**src/rtl/rebote_multicanal.sv**
```systemverilog
// rtl/rebote_multicanal.sv - multi-channel push-button debouncer with edge and auto-repeat pulses
//
// Ports:
//   reloj       system clock, rising edge
//   resetM      synchronous active-high reset
//   pb_in       raw asynchronous button levels, active-high
//   pb_estable  debounced level
//   pb_subida   one-cycle pulse on debounced 0->1
//   pb_bajada   one-cycle pulse on debounced 1->0
//   pb_repite   one-cycle auto-repeat pulse while held (REPETIR=1 only)

module rebote_multicanal #(
   parameter int N_CANALES   = 4,
   parameter int DIV_TICK    = 20000,
   parameter int N_MUESTRAS  = 4,
   parameter int REPETIR     = 0,
   parameter int RETARDO_REP = 50,
   parameter int PERIODO_REP = 10
) (
   input  logic                 reloj,
   input  logic                 resetM,
   input  logic [N_CANALES-1:0] pb_in,
   output logic [N_CANALES-1:0] pb_estable,
   output logic [N_CANALES-1:0] pb_subida,
   output logic [N_CANALES-1:0] pb_bajada,
   output logic [N_CANALES-1:0] pb_repite
);

   localparam int DIV_W   = (DIV_TICK > 1) ? $clog2(DIV_TICK) : 1;
   localparam int CNT_W   = $clog2(N_MUESTRAS) + 1;
   localparam int REP_MAX = (RETARDO_REP > PERIODO_REP) ? RETARDO_REP : PERIODO_REP;
   localparam int REP_W   = (REP_MAX > 1) ? $clog2(REP_MAX) : 1;

   localparam logic [DIV_W-1:0] DIV_ULT = DIV_W'(DIV_TICK - 1);
   localparam logic [CNT_W-1:0] CNT_ULT = CNT_W'(N_MUESTRAS - 1);
   localparam logic [REP_W-1:0] LIM_RET = REP_W'(RETARDO_REP - 1);
   localparam logic [REP_W-1:0] LIM_PER = REP_W'(PERIODO_REP - 1);

   logic [N_CANALES-1:0] s1_q, s1_d;
   logic [N_CANALES-1:0] s2_q, s2_d;
   logic [DIV_W-1:0]     div_q, div_d;
   logic [CNT_W-1:0]     cnt_q [N_CANALES];
   logic [CNT_W-1:0]     cnt_d [N_CANALES];
   logic [N_CANALES-1:0] estable_q, estable_d;
   logic [N_CANALES-1:0] hist_q, hist_d;
   logic [REP_W-1:0]     rep_q [N_CANALES];
   logic [REP_W-1:0]     rep_d [N_CANALES];
   logic [N_CANALES-1:0] primero_q, primero_d;
   logic [N_CANALES-1:0] repite_q, repite_d;
   logic                 tick;

   // With DIV_TICK=1 the counter sits at 0 and tick is permanently high.
   assign tick = (div_q == DIV_ULT);

   always_comb begin
      s1_d      = pb_in;
      s2_d      = s1_q;
      div_d     = tick ? '0 : div_q + DIV_W'(1);
      hist_d    = estable_q;
      estable_d = estable_q;
      cnt_d     = cnt_q;
      rep_d     = rep_q;
      primero_d = primero_q;
      repite_d  = '0;

      for (int i = 0; i < N_CANALES; i++) begin
         // Any agreeing sample restarts the count, so only an unbroken
         // run of N_MUESTRAS disagreeing ticks flips the clean level.
         if (tick) begin
            if (s2_q[i] == estable_q[i]) begin
               cnt_d[i] = '0;
            end else if (cnt_q[i] == CNT_ULT) begin
               estable_d[i] = s2_q[i];
               cnt_d[i]     = '0;
            end else begin
               cnt_d[i] = cnt_q[i] + CNT_W'(1);
            end
         end

         // Repeat timer uses the registered level, so the tick that
         // flips the level to 1 still sees 0 and does not count.
         if (!estable_q[i]) begin
            rep_d[i]     = '0;
            primero_d[i] = 1'b1;
         end else if (tick) begin
            if (rep_q[i] == (primero_q[i] ? LIM_RET : LIM_PER)) begin
               repite_d[i]  = 1'b1;
               rep_d[i]     = '0;
               primero_d[i] = 1'b0;
            end else begin
               rep_d[i] = rep_q[i] + REP_W'(1);
            end
         end
      end
   end

   always_ff @(posedge reloj) begin
      if (resetM) begin
         s1_q      <= '0;
         s2_q      <= '0;
         div_q     <= '0;
         cnt_q     <= '{default: '0};
         estable_q <= '0;
         hist_q    <= '0;
         rep_q     <= '{default: '0};
         primero_q <= '0;
         repite_q  <= '0;
      end else begin
         s1_q      <= s1_d;
         s2_q      <= s2_d;
         div_q     <= div_d;
         cnt_q     <= cnt_d;
         estable_q <= estable_d;
         hist_q    <= hist_d;
         rep_q     <= rep_d;
         primero_q <= primero_d;
         repite_q  <= repite_d;
      end
   end

   assign pb_estable = estable_q;
   assign pb_subida  = estable_q & ~hist_q;
   assign pb_bajada  = ~estable_q & hist_q;
   assign pb_repite  = (REPETIR != 0) ? repite_q : '0;

endmodule

```
**config.mk**
```make
export PLATFORM = sky130hd
export DESIGN_NAME = rebote_multicanal
export DESIGN_NICKNAME = d
export VERILOG_FILES = /design/src/rtl/rebote_multicanal.sv
export SDC_FILE = /design/constraint.sdc
export NUM_CORES = 1
export LEC_CHECK = 0
export CELL_PAD_IN_SITES_DETAIL_PLACEMENT = 0
export CELL_PAD_IN_SITES_GLOBAL_PLACEMENT = 1
export CORE_ASPECT_RATIO = 1.2
export CORE_MARGIN = 2
export CORE_UTILIZATION = 51
export DETAILED_ROUTE_END_ITERATION = 10
export DONT_BUFFER_PORTS = 1
export PLACE_DENSITY = 0.83
export SLEW_MARGIN = 20
export SYNTH_ARGS = -nofsm -noshare
export SYNTH_HDL_FRONTEND = slang
export SYNTH_SLANG_ARGS = --single-unit
```
**constraint.sdc**
```tcl
create_clock -name reloj -period 4.5 [get_ports reloj]
set_clock_uncertainty 0.2 [all_clocks]
set_input_delay 0.675 -clock reloj [delete_from_list [all_inputs] [get_ports reloj]]
set_output_delay 0.675 -clock reloj [all_outputs]
set_load 0.02 [all_outputs]
```
==> run_1/clk_routes.png <==
Drawn at 4 px/um.
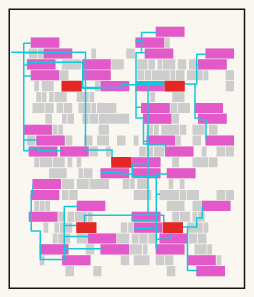
[clock wires] cyan | length: 465 um
[flip-flops] magenta | count: 43
[clock drivers] red | count: 5
routed clock nets: 6
clock latency reported for the late side of the worst-skew pair: 290 ps
total clock network power: 0.263 mW
Clock power frac: 39.3%

==> run_1/wires.png <==
Drawn at 6 px/um.
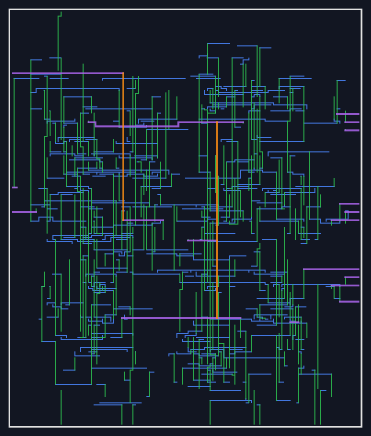
| layer | colour | wire length |
|---|---|---|
| metal 2 | green | 1580 um |
| metal 4 | orange | 57.1 um |
| metal 3 | purple | 119 um |
| metal 1 | blue | 1220 um |
via count of the routed design: 1232
routed len/inst: 12.9 um

==> notes.md, run 1 <==
Quick summary of the implementation run below.

The aoi/oai-family share of the synthesized area came out at 3.31%. The standby leakage power came out at 0.720 nW. The first global-routing pass estimated 5320 um of wire.

The final layout net count is 203. The share of the synthesized netlist area taken by xor and xnor gates came out at 8.20%. By area, the combinational part of the netlist is dominated by simple AND/OR/NAND/NOR gates.

The worst setup path is of the register to register kind. The total routed wire length on the met1 layer came out at 1220 um. The share of the core area taken by cells at floorplan is 53.9%. The number of flops mapped to enable cells by yosys came out at 0.

The most common logic cells in the final layout are sky130_fd_sc_hd__dfxtp_1 (43), sky130_fd_sc_hd__nor2b_1 (28), sky130_fd_sc_hd__nor2_1 (20), sky130_fd_sc_hd__nand2_1 (16), sky130_fd_sc_hd__xnor2_1 (13). The floorplan has 23 rows. The count of yosys warnings during synthesis is 0. The part of the power in combinational logic is 2.4%. Per the hold report, the tightest min-delay path originates at s1_q[0].

At the pin with the least slew margin, the transition time is 794 ps. In this run the layout overhead on the synthesized area is reported as 4.89%. The global-route congestion overflow total came out at 0.

The largest stage delay on the critical path came out at 790 ps. In this run the clock root is driven by a sky130_fd_sc_hd__clkbuf_8. The core area came out at 0.00337 mm^2. The number of detailed-route iterations in the first pass is 4.

The sequential power is 0.390 mW. STA shows the worst min-delay path finishing at s2_q[0]. The met3 layer usage reported by global route is 6.16%. Global routing used 17.2% of the available tracks. The cell count of the worst hold path came out at 1. Global routing used 18.9% of the available met1 tracks. Sequential elements use 47.4% of the synthesized area.

The routed length on met2 came out at 1580 um. Setup repair after global routing left no endpoint under its margin. The worst path in the final design needs a cycle of 2420 ps, including I/O delays and setup. The synthesis report lists the most area-consuming cells as sky130_fd_sc_hd__dfxtp_1 (47%), sky130_fd_sc_hd__nor2b_1 (9.6%), sky130_fd_sc_hd__xnor2_1 (6.3%). The worst path arrival time came out at 2410 ps. The via count of the first global-routing pass came out at 1250.

Summed over its instances, the top area cell type makes up 47.4% of the synthesized netlist area. Across all checked pins, the minimum headroom to the slew limit is 46.6%. The power density over the cells came out at 351 mW/mm^2. Entering global routing, the biggest net connects 33 pins. The number of warnings in the stage logs came out at 26.

The setup violation total in the final timing report came out at 0. The number of instances in the synthesized netlist came out at 192. For this design, the slowest cell found on the critical path is sky130_fd_sc_hd__nor4_4. The final clock period utilization by the worst path is 53.8%. The worst-case clock buffer depth came out at 2. The end of the worst register-to-register path is cnt_q[8]. The antenna diode count came out at 0. The cell sequence reported for the critical path is ha_1, nand4_1, nor4_4, o21ai_0, and3b_1. The leading cell type by number of instances after synthesis is sky130_fd_sc_hd__dfxtp_1. The internal power consumption is 0.532 mW.

The run finished with clean final reports. The TritonCTS clock tree is yes. The area enclosed by the die boundary came out at 0.00406 mm^2.

The switching part of the total power is 20.4%. Setup total negative slack on the finished layout was measured at 0 ps. The count of cells resized by post-cts repair is 0. The cell total in the yosys stat output is 192.

The clock-pin slew on the worst setup and hold paths came out at 80 ps. The share of async-settable or async-resettable flops after synthesis came out at 0%. The placed wire-length estimate is 2160 um. The dominant logic cell type in the layout is sky130_fd_sc_hd__dfxtp_1. The data required time reported for the critical path is 4490 ps. The total length of routed wires is 2970 um. The area reported by Yosys stat came out at 0.00182 mm^2. The biggest slice of the total power is consumed by sequential cells. The tightest min-delay check is of the register to register type. The detailed router reports a met3 wire length of 119 um. The launch point of the worst register-to-register path is recorded as div_q[0]. The final-report max-slew violation count is 0.

The source of the critical timing path is div_q[0]. Looking at area per cell type in the netlist, the leader is sky130_fd_sc_hd__dfxtp_1. In this run the number of H-tree levels came out at 2.

The buffer_ports step reported a buffer count of 0. The buffers plus inverters on the worst setup path came out at 0.
==> run_1/power_grid.png <==
Drawn at 6 px/um. Pins as bars on the die edge.
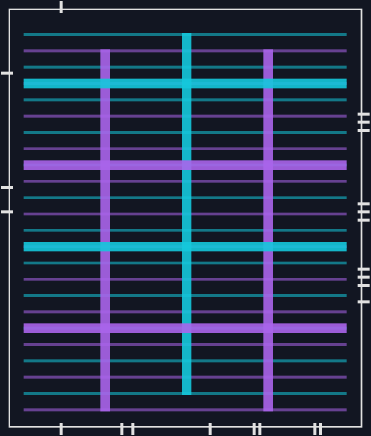
| net | colour |
|---|---|
| VSS | purple |
| VDD | cyan |
met5 straps: 4
met4 straps: 3
Chip Width: 58.5 um
Die Ht: 69.4 um
worst supply voltage drop on vdd: 0.000268 V

==> run_1/clocks.png <==
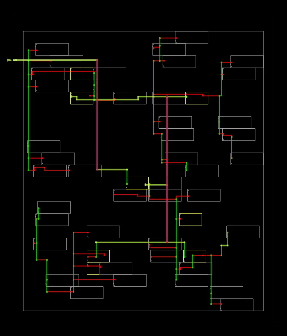
Clock Sink Count: 43
clock buffer count from CTS: 5

[run 1: area by class of cell]
class	count	area, um^2
clock inverter	1	7.51
multi-input combinational	139	882
fill	303	1460
clock buffer	7	96.3
tap	37	46.3
sequential	43	861
inverter	3	11.3
[run 1: stage by stage]
stage          setup slack, ps  instances  hold slack (ps)  area (um^2)  total power, mW
3_3_place_gp              2170        222              218         1800            0.414
6_report                  2080        230              239         1900            0.669
2_1_floorplan             2420        195              214         1830            0.419
5_1_grt                   1790        230              216         1900            0.696
4_1_cts                   2050        230              231         1900            0.677
3_5_place_dp              2060        222              228         1800            0.415
[run 1: state kept, by name (all words and copies together), names as in the netlist]
name,cells
s1_q,4
cnt_q,12
hist_q,4
div_q,15
pb_estable,4
s2_q,4
==> run_1/logic_types.png <==
Drawn at 4 px/um.
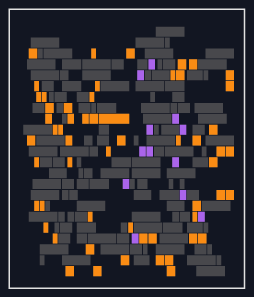

## Run 2: what changed since run 1
--- a/config.mk
+++ b/config.mk
@@ -9,10 +9,10 @@
 export CELL_PAD_IN_SITES_GLOBAL_PLACEMENT = 1
 export CORE_ASPECT_RATIO = 1.2
 export CORE_MARGIN = 2
-export CORE_UTILIZATION = 51
+export CORE_UTILIZATION = 42
 export DETAILED_ROUTE_END_ITERATION = 10
 export DONT_BUFFER_PORTS = 1
-export PLACE_DENSITY = 0.83
+export PLACE_DENSITY = 0.73
 export SLEW_MARGIN = 20
 export SYNTH_ARGS = -nofsm -noshare
 export SYNTH_HDL_FRONTEND = slang
==> constraint.sdc (replaced) <==
create_clock -name reloj -period 2.2 [get_ports reloj]
set_clock_uncertainty 0.2 [all_clocks]
set_input_delay 0.33 -clock reloj [delete_from_list [all_inputs] [get_ports reloj]]
set_output_delay 0.33 -clock reloj [all_outputs]
set_load 0.02 [all_outputs]
==> run_2/logic_types.png <==
Drawn at 4 px/um.
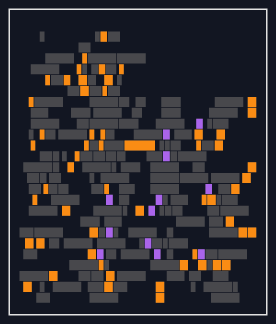
| family | colour | cells |
|---|---|---|
| NOR gates | orange | 56 |
| inverting AOI/OAI gates | purple | 12 |
highest-count logic cell in the final layout: sky130_fd_sc_hd__dfxtp_1
fin cells: 263
Comb/total area: 43.3%

==> run_2/power_grid.png <==
Drawn at 4 px/um. Pins as bars on the die edge.
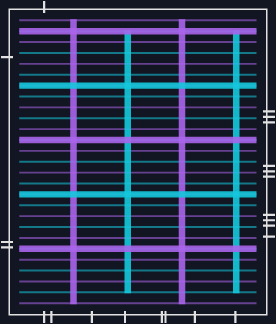
worst supply voltage drop on vdd: 0.000485 V
Die Ht: 76.0 um

==> run 2 against run 1 <==
  * Clock power is 86% higher
  * Global-route usage is 3.2 points lower
  * Synthesized cell count stayed put
  * Routed wire length is 3.7% higher
  * Largest power group unchanged
==> notes.md, run 2 <==
Quick summary of the implementation run below.

The number of buffers outside the clock class in the layout came out at 15. For reference, the critical path cell chain is ha_1, nand4_1, buf_4, nor4_4, buf_6, nand2_1, mux2_2. The worst setup path is of the register to register kind. The smallest clock period supported by the final layout is computed as 2070 ps. The worst-case clock buffer depth is 2. Sequential cells were found to cover 47.4% of the synthesized design area. The number of logic inverters in the finished layout is 3. The number of antenna diodes in the final layout is 0. The report lists the number of cells resized after CTS as 1.

At the end of the flow, the number of nets in the layout was 218. The setup violation total in the final timing report came out at 0. The area reported by Yosys stat is 0.00182 mm^2.

The layout-stage area growth over the synthesis result came out at 12.6%. The final-report max-slew violation count is 0. The largest registers in the layout are div_q x15, cnt_q x12. The number of buffers created by CTS is 5. The path with the worst hold slack has its endpoint at cnt_q[5]. Per STA, the startpoint of the critical path is div_q[1]. The normalized max-slew margin is 41.5%. The run finished with clean final reports. The worst register-to-register path ends at pb_estable[3]. The total power after layout came out at 1.34 mW. The path class of the tightest hold or removal check is input pin to register. The worst path arrival time is 2050 ps. The class occupying the most area after layout is reported as logic gates. At the worst endpoint, the required time is 2180 ps.

The routed design uses 110 um of met3 wire. By area the synthesized netlist is led by sky130_fd_sc_hd__dfxtp_1 (47%), sky130_fd_sc_hd__nor2b_1 (9.6%), sky130_fd_sc_hd__xnor2_1 (6.3%). The number of standard-cell rows in the floorplan came out at 26.

The synthesized design contains 0 enable-type register cells. The final clock period utilization by the worst path is 94.1%. The routed length on met2 is 1450 um.

The placement stage leaves a total instance area of 0.00189 mm^2. The deepest level of the CTS H-tree came out at 2. In the post-synthesis netlist, the cell with the most instances is sky130_fd_sc_hd__dfxtp_1. After clock tree synthesis, the clock-pin slew on the worst setup and hold paths is 70 ps. The total length of routed wires came out at 3080 um.

The sequential portion of the cell area is 42.1%. The share of async-settable or async-resettable flops after synthesis came out at 0%. Final hold analysis gives a worst-case slack of 32.3 ps. The area enclosed by the die boundary came out at 0.00487 mm^2. The slew of the pin with the lowest slew margin came out at 874 ps. In this run the clock root is driven by a sky130_fd_sc_hd__clkbuf_8. The global-route congestion overflow total is 0. Per the cell usage report, the commonest logic cells after layout are sky130_fd_sc_hd__dfxtp_1 (43), sky130_fd_sc_hd__nor2b_1 (28), sky130_fd_sc_hd__nor2_1 (20), sky130_fd_sc_hd__nand2_1 (16), sky130_fd_sc_hd__xnor2_1 (13). The register with the most flip-flops in the final layout is div_q.
run 2: kinds of logic (layout without fill, tap and decap cells):
| logic type | after synthesis | count (layout) | share of synthesized area [%] |
|---|---|---|---|
| other | 1 | 4 | 0.207 |
| XOR/XNOR | 17 | 17 | 8.20 |
| buffers and inverters | 13 | 25 | 4.62 |
| multiplexers | 4 | 4 | 2.48 |
| AND/OR/NAND/NOR | 97 | 97 | 30.3 |
| flip-flops | 43 | 43 | 47.4 |
| AND-OR/OR-AND | 12 | 12 | 3.31 |
| adder cells (fa/ha/maj) | 5 | 5 | 3.45 |
run 2: power by group:
| group | switching, mW | total [mW] | internal [mW] |
|---|---|---|---|
| clock network | 0.244 | 0.490 | 0.246 |
| logic | 0.0298 | 0.0534 | 0.0236 |
| registers | 0.00573 | 0.795 | 0.789 |
Power and IR drop assume default switching activity.
